--- src/rtl/bcd_seg_if.sv ---
// Request/result handshake between the display block (master) and the binary-to-BCD converter (slave).
interface bcd_seg_if;
  logic [15:0] bcd;
  logic        rdy;
  logic        conv_en;

  modport master (output conv_en, input bcd, input rdy);
  modport slave  (input conv_en, output bcd, output rdy);
endinterface

--- src/rtl/bcd_seg_display.sv ---
// Periodically requests a BCD conversion, captures the result and scans it onto a 4-digit 7-segment display.
// Optional leading-zero blanking is enabled by defining SEG_LZB_EN.
module bcd_seg_display #(
  parameter int unsigned SCAN_DIV   = 100000,
  parameter int unsigned REQ_DIV    = 10000000,
  parameter int unsigned TIMEOUT    = 64,
  parameter int unsigned ACTIVE_LOW = 1
) (
  input  logic             clk,
  input  logic             rst_n,
  bcd_seg_if.master        cv,
  output logic [6:0]       seg,
  output logic             dp,
  output logic [3:0]       an,
  output logic             stale
);

  localparam int unsigned SCAN_W = (SCAN_DIV > 1) ? $clog2(SCAN_DIV) : 1;
  localparam int unsigned REQ_W  = (REQ_DIV > 1) ? $clog2(REQ_DIV) : 1;
  localparam int unsigned WAIT_W = (TIMEOUT > 1) ? $clog2(TIMEOUT) : 1;
  localparam logic        POL_LOW = (ACTIVE_LOW != 0);
  localparam logic [6:0]  SEG_OFF = POL_LOW ? 7'h7F : 7'h00;
  localparam logic [3:0]  AN_OFF  = POL_LOW ? 4'hF : 4'h0;
  localparam logic        DP_OFF  = POL_LOW;

  typedef enum logic {ST_IDLE, ST_WAIT} state_e;

  state_e              state_q, state_d;
  logic [REQ_W-1:0]    req_cnt_q, req_cnt_d;
  logic [WAIT_W-1:0]   wait_cnt_q, wait_cnt_d;
  logic [SCAN_W-1:0]   scan_cnt_q, scan_cnt_d;
  logic [1:0]          digit_sel_q, digit_sel_d;
  logic [15:0]         disp_q, disp_d;
  logic                conv_en_q, conv_en_d;
  logic                stale_q, stale_d;
  logic [6:0]          seg_q, seg_d;
  logic [3:0]          an_q, an_d;
  logic                dp_q, dp_d;

  logic                req_tc;
  logic                scan_tc;
  logic [3:0]          cur_nib;
  logic [3:0]          lead_zero;
  logic [6:0]          seg_on;
  logic [3:0]          an_on;

  function automatic logic [6:0] glyph(input logic [3:0] nib);
    case (nib)
      4'd0:    glyph = 7'h3F;
      4'd1:    glyph = 7'h06;
      4'd2:    glyph = 7'h5B;
      4'd3:    glyph = 7'h4F;
      4'd4:    glyph = 7'h66;
      4'd5:    glyph = 7'h6D;
      4'd6:    glyph = 7'h7D;
      4'd7:    glyph = 7'h07;
      4'd8:    glyph = 7'h7F;
      4'd9:    glyph = 7'h6F;
      default: glyph = 7'h40;
    endcase
  endfunction

  assign req_tc  = (req_cnt_q == REQ_W'(REQ_DIV - 1));
  assign scan_tc = (scan_cnt_q == SCAN_W'(SCAN_DIV - 1));
  assign cur_nib = disp_q[{digit_sel_q, 2'b00} +: 4];

  // A digit is a leading zero when it and every more significant digit are zero; units never blank.
  always_comb begin
    lead_zero = 4'b0000;
`ifdef SEG_LZB_EN
    lead_zero[3] = (disp_q[15:12] == 4'd0);
    lead_zero[2] = lead_zero[3] && (disp_q[11:8] == 4'd0);
    lead_zero[1] = lead_zero[2] && (disp_q[7:4] == 4'd0);
`endif
  end

  assign seg_on = lead_zero[digit_sel_q] ? 7'h00 : glyph(cur_nib);
  assign an_on  = 4'b0001 << digit_sel_q;

  always_comb begin
    state_d     = state_q;
    req_cnt_d   = req_tc ? '0 : req_cnt_q + 1'b1;
    wait_cnt_d  = wait_cnt_q;
    conv_en_d   = 1'b0;
    stale_d     = stale_q;
    disp_d      = disp_q;
    scan_cnt_d  = scan_tc ? '0 : scan_cnt_q + 1'b1;
    digit_sel_d = digit_sel_q;
    seg_d       = seg_q;
    an_d        = an_q;
    dp_d        = DP_OFF;

    // rdy in the request cycle itself cannot be a genuine answer, so it is masked by conv_en_q.
    case (state_q)
      ST_IDLE: begin
        if (req_tc) begin
          conv_en_d  = 1'b1;
          state_d    = ST_WAIT;
          wait_cnt_d = '0;
        end
      end
      ST_WAIT: begin
        if (cv.rdy && !conv_en_q) begin
          disp_d  = cv.bcd;
          stale_d = 1'b0;
          state_d = ST_IDLE;
        end else if (wait_cnt_q == WAIT_W'(TIMEOUT - 1)) begin
          stale_d = 1'b1;
          state_d = ST_IDLE;
        end else begin
          wait_cnt_d = wait_cnt_q + 1'b1;
        end
      end
      default: state_d = ST_IDLE;
    endcase

    // Anode and segments change together at the slot boundary.
    if (scan_tc) begin
      digit_sel_d = digit_sel_q + 2'd1;
      seg_d       = POL_LOW ? ~seg_on : seg_on;
      an_d        = POL_LOW ? ~an_on : an_on;
    end
  end

  always_ff @(posedge clk) begin
    if (!rst_n) begin
      state_q     <= ST_IDLE;
      req_cnt_q   <= '0;
      wait_cnt_q  <= '0;
      conv_en_q   <= 1'b0;
      stale_q     <= 1'b0;
      disp_q      <= 16'h0000;
      scan_cnt_q  <= '0;
      digit_sel_q <= 2'd0;
      seg_q       <= SEG_OFF;
      an_q        <= AN_OFF;
      dp_q        <= DP_OFF;
    end else begin
      state_q     <= state_d;
      req_cnt_q   <= req_cnt_d;
      wait_cnt_q  <= wait_cnt_d;
      conv_en_q   <= conv_en_d;
      stale_q     <= stale_d;
      disp_q      <= disp_d;
      scan_cnt_q  <= scan_cnt_d;
      digit_sel_q <= digit_sel_d;
      seg_q       <= seg_d;
      an_q        <= an_d;
      dp_q        <= dp_d;
    end
  end

  assign cv.conv_en = conv_en_q;
  assign seg        = seg_q;
  assign an         = an_q;
  assign dp         = dp_q;
  assign stale      = stale_q;

endmodule
--- src/flat_wrapper.sv ---
// flat-port wrapper written by rule: the top's interface ports become plain ports
module bcd_seg_display_flat 
#(
  parameter int unsigned SCAN_DIV   = 100000,
  parameter int unsigned REQ_DIV    = 10000000,
  parameter int unsigned TIMEOUT    = 64,
  parameter int unsigned ACTIVE_LOW = 1
)
  (clk, rst_n, seg, dp, an, stale, cv_conv_en, cv_bcd, cv_rdy);
  bcd_seg_if cv_i ();
  input  logic clk;
  input  logic rst_n;
  output logic [6:0] seg;
  output logic dp;
  output logic [3:0] an;
  output logic stale;
  output wire logic [$bits(cv_i.conv_en)-1:0] cv_conv_en;
  input wire logic [$bits(cv_i.bcd)-1:0] cv_bcd;
  input wire logic [$bits(cv_i.rdy)-1:0] cv_rdy;
  assign cv_conv_en = cv_i.conv_en;
  assign cv_i.bcd = cv_bcd;
  assign cv_i.rdy = cv_rdy;
  bcd_seg_display #(.SCAN_DIV(SCAN_DIV), .REQ_DIV(REQ_DIV), .TIMEOUT(TIMEOUT), .ACTIVE_LOW(ACTIVE_LOW)) u_core (.clk(clk), .rst_n(rst_n), .cv(cv_i), .seg(seg), .dp(dp), .an(an), .stale(stale));
endmodule
--- config.mk ---
export PLATFORM = sky130hd
export DESIGN_NAME = bcd_seg_display_flat
export DESIGN_NICKNAME = d
export VERILOG_FILES = /design/src/rtl/bcd_seg_if.sv /design/src/rtl/bcd_seg_display.sv /design/src/flat_wrapper.sv
export SDC_FILE = /design/constraint.sdc
export NUM_CORES = 1
export LEC_CHECK = 0
export ABC_AREA = 1
export CAP_MARGIN = 20
export CORE_MARGIN = 2
export CORE_UTILIZATION = 60
export CTS_BUF_LIST = sky130_fd_sc_hd__clkbuf_8
export CTS_CLUSTER_DIAMETER = 80
export DETAILED_ROUTE_END_ITERATION = 10
export GPL_TIMING_DRIVEN = 0
export HOLD_SLACK_MARGIN = 0.02
export PLACE_DENSITY_LB_ADDON = 0.1
export SYNTH_ARGS = -nofsm -noshare
export SYNTH_HDL_FRONTEND = slang
export SYNTH_SLANG_ARGS = --single-unit
--- constraint.sdc ---
create_clock -name clk -period 4.7 [get_ports clk]
set_input_delay 0.94 -clock clk [delete_from_list [all_inputs] [get_ports clk]]
set_output_delay 0.94 -clock clk [all_outputs]
set_load 0.02 [all_outputs]
layer_met3.png
Scale: 4 px per µm. Cells faint in the background.
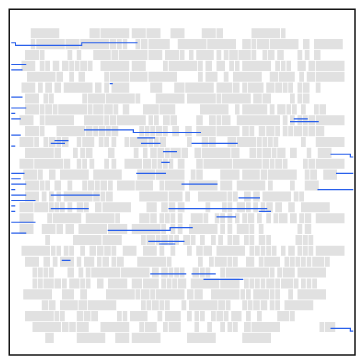
The longest straight run is 24.4 µm. The layer holds 3.8% of the routed length. 42 nets have wire on it. The wires run mostly horizontal.
via count: 3637
met3 Track Usage GR: 4.62%

flops_by_reg.png
Scale: 6 px per µm. Other sequential cells in the stronger gray, the rest of the logic in the fainter gray.
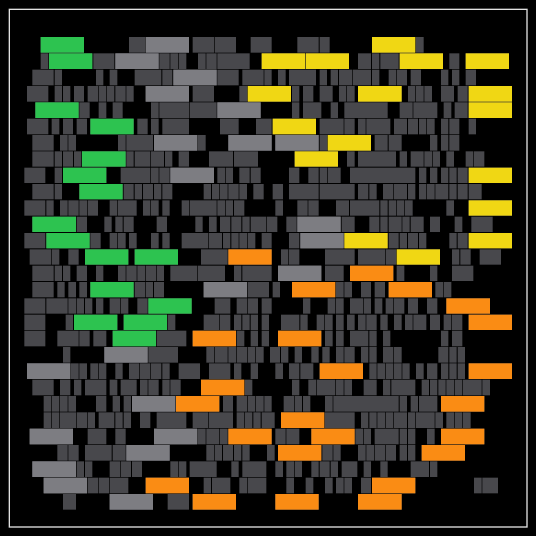
Key: u_core.scan_cnt_q = yellow [flops 17]; u_core.req_cnt_q = orange [flops 24]; u_core.disp_q = green [flops 16]
final core occ: 72.7%
Sequential Area: 1580 µm²
P_seq: 0.677 mW
Seq/total area: 33.9%

wires.png
Scale: 6 px per µm. Only two layers are drawn.
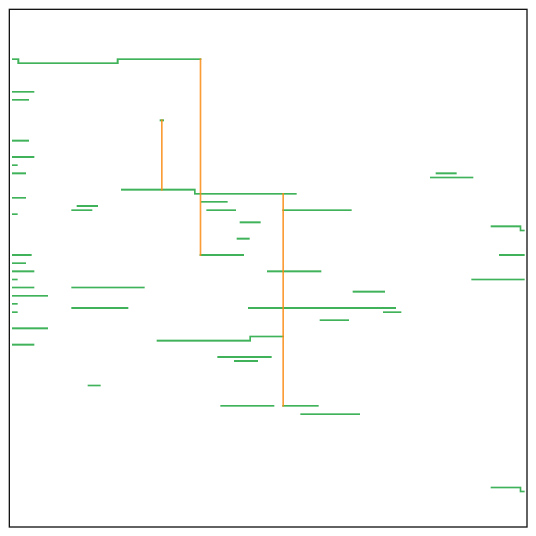
Key: metal 3 = green [wire length 309 µm]; metal 4 = orange [wire length 79.6 µm]
total length of routed wires: 8.16 mm
Avg WL per Cell: 11.7 µm
Total Routing Usage GR: 23.1%

==> run_results.csv <==
group,metric,value,unit
run_status,status,"finished clean",
grt,top_usage_layer,"met2",
power_and_ir_drop,irDropWorstVdd,0.200,mV
synthesis,ys_sh_aoi,9.88,%
hold_path,hold_end,"u_core.scan_cnt_q[0]",
synthesis,topCellsByArea,"dfxtp_1 39%, nand2_1 10%, nor2_1 10%, inv_1 5.1%, a21oi_1 5.0%",
synthesis,ys.flops,79,
worst_setup_path,cp.arrival,1320,ps
worst_setup_path,rrSetupSlack,2830,ps
detailed_routing,dr_wl_met2,3.85,mm
grt,grt_first_pass_wirelength,14.0,mm
synthesis,synthTopCellsByCount,"112 x nand2_1, 111 x nor2_1, 79 x dfxtp_1",
layout,lay_top_cells,"112 x nand2_1, 111 x nor2_1, 79 x dfxtp_1",
timing,max_freq,442,MHz
detailed_routing,met1_length,3.92,mm
synthesis,synth.net_count,604,
floorplan,boundaryPins,33,
layout,seq_cell_count,79,
grt,antenna_found_initial,0,
layout,comb_cells,421,
job,warnings,33,
power_and_ir_drop,power_density,273,nW/µm²
Power is estimated from default activity; no workload was simulated.
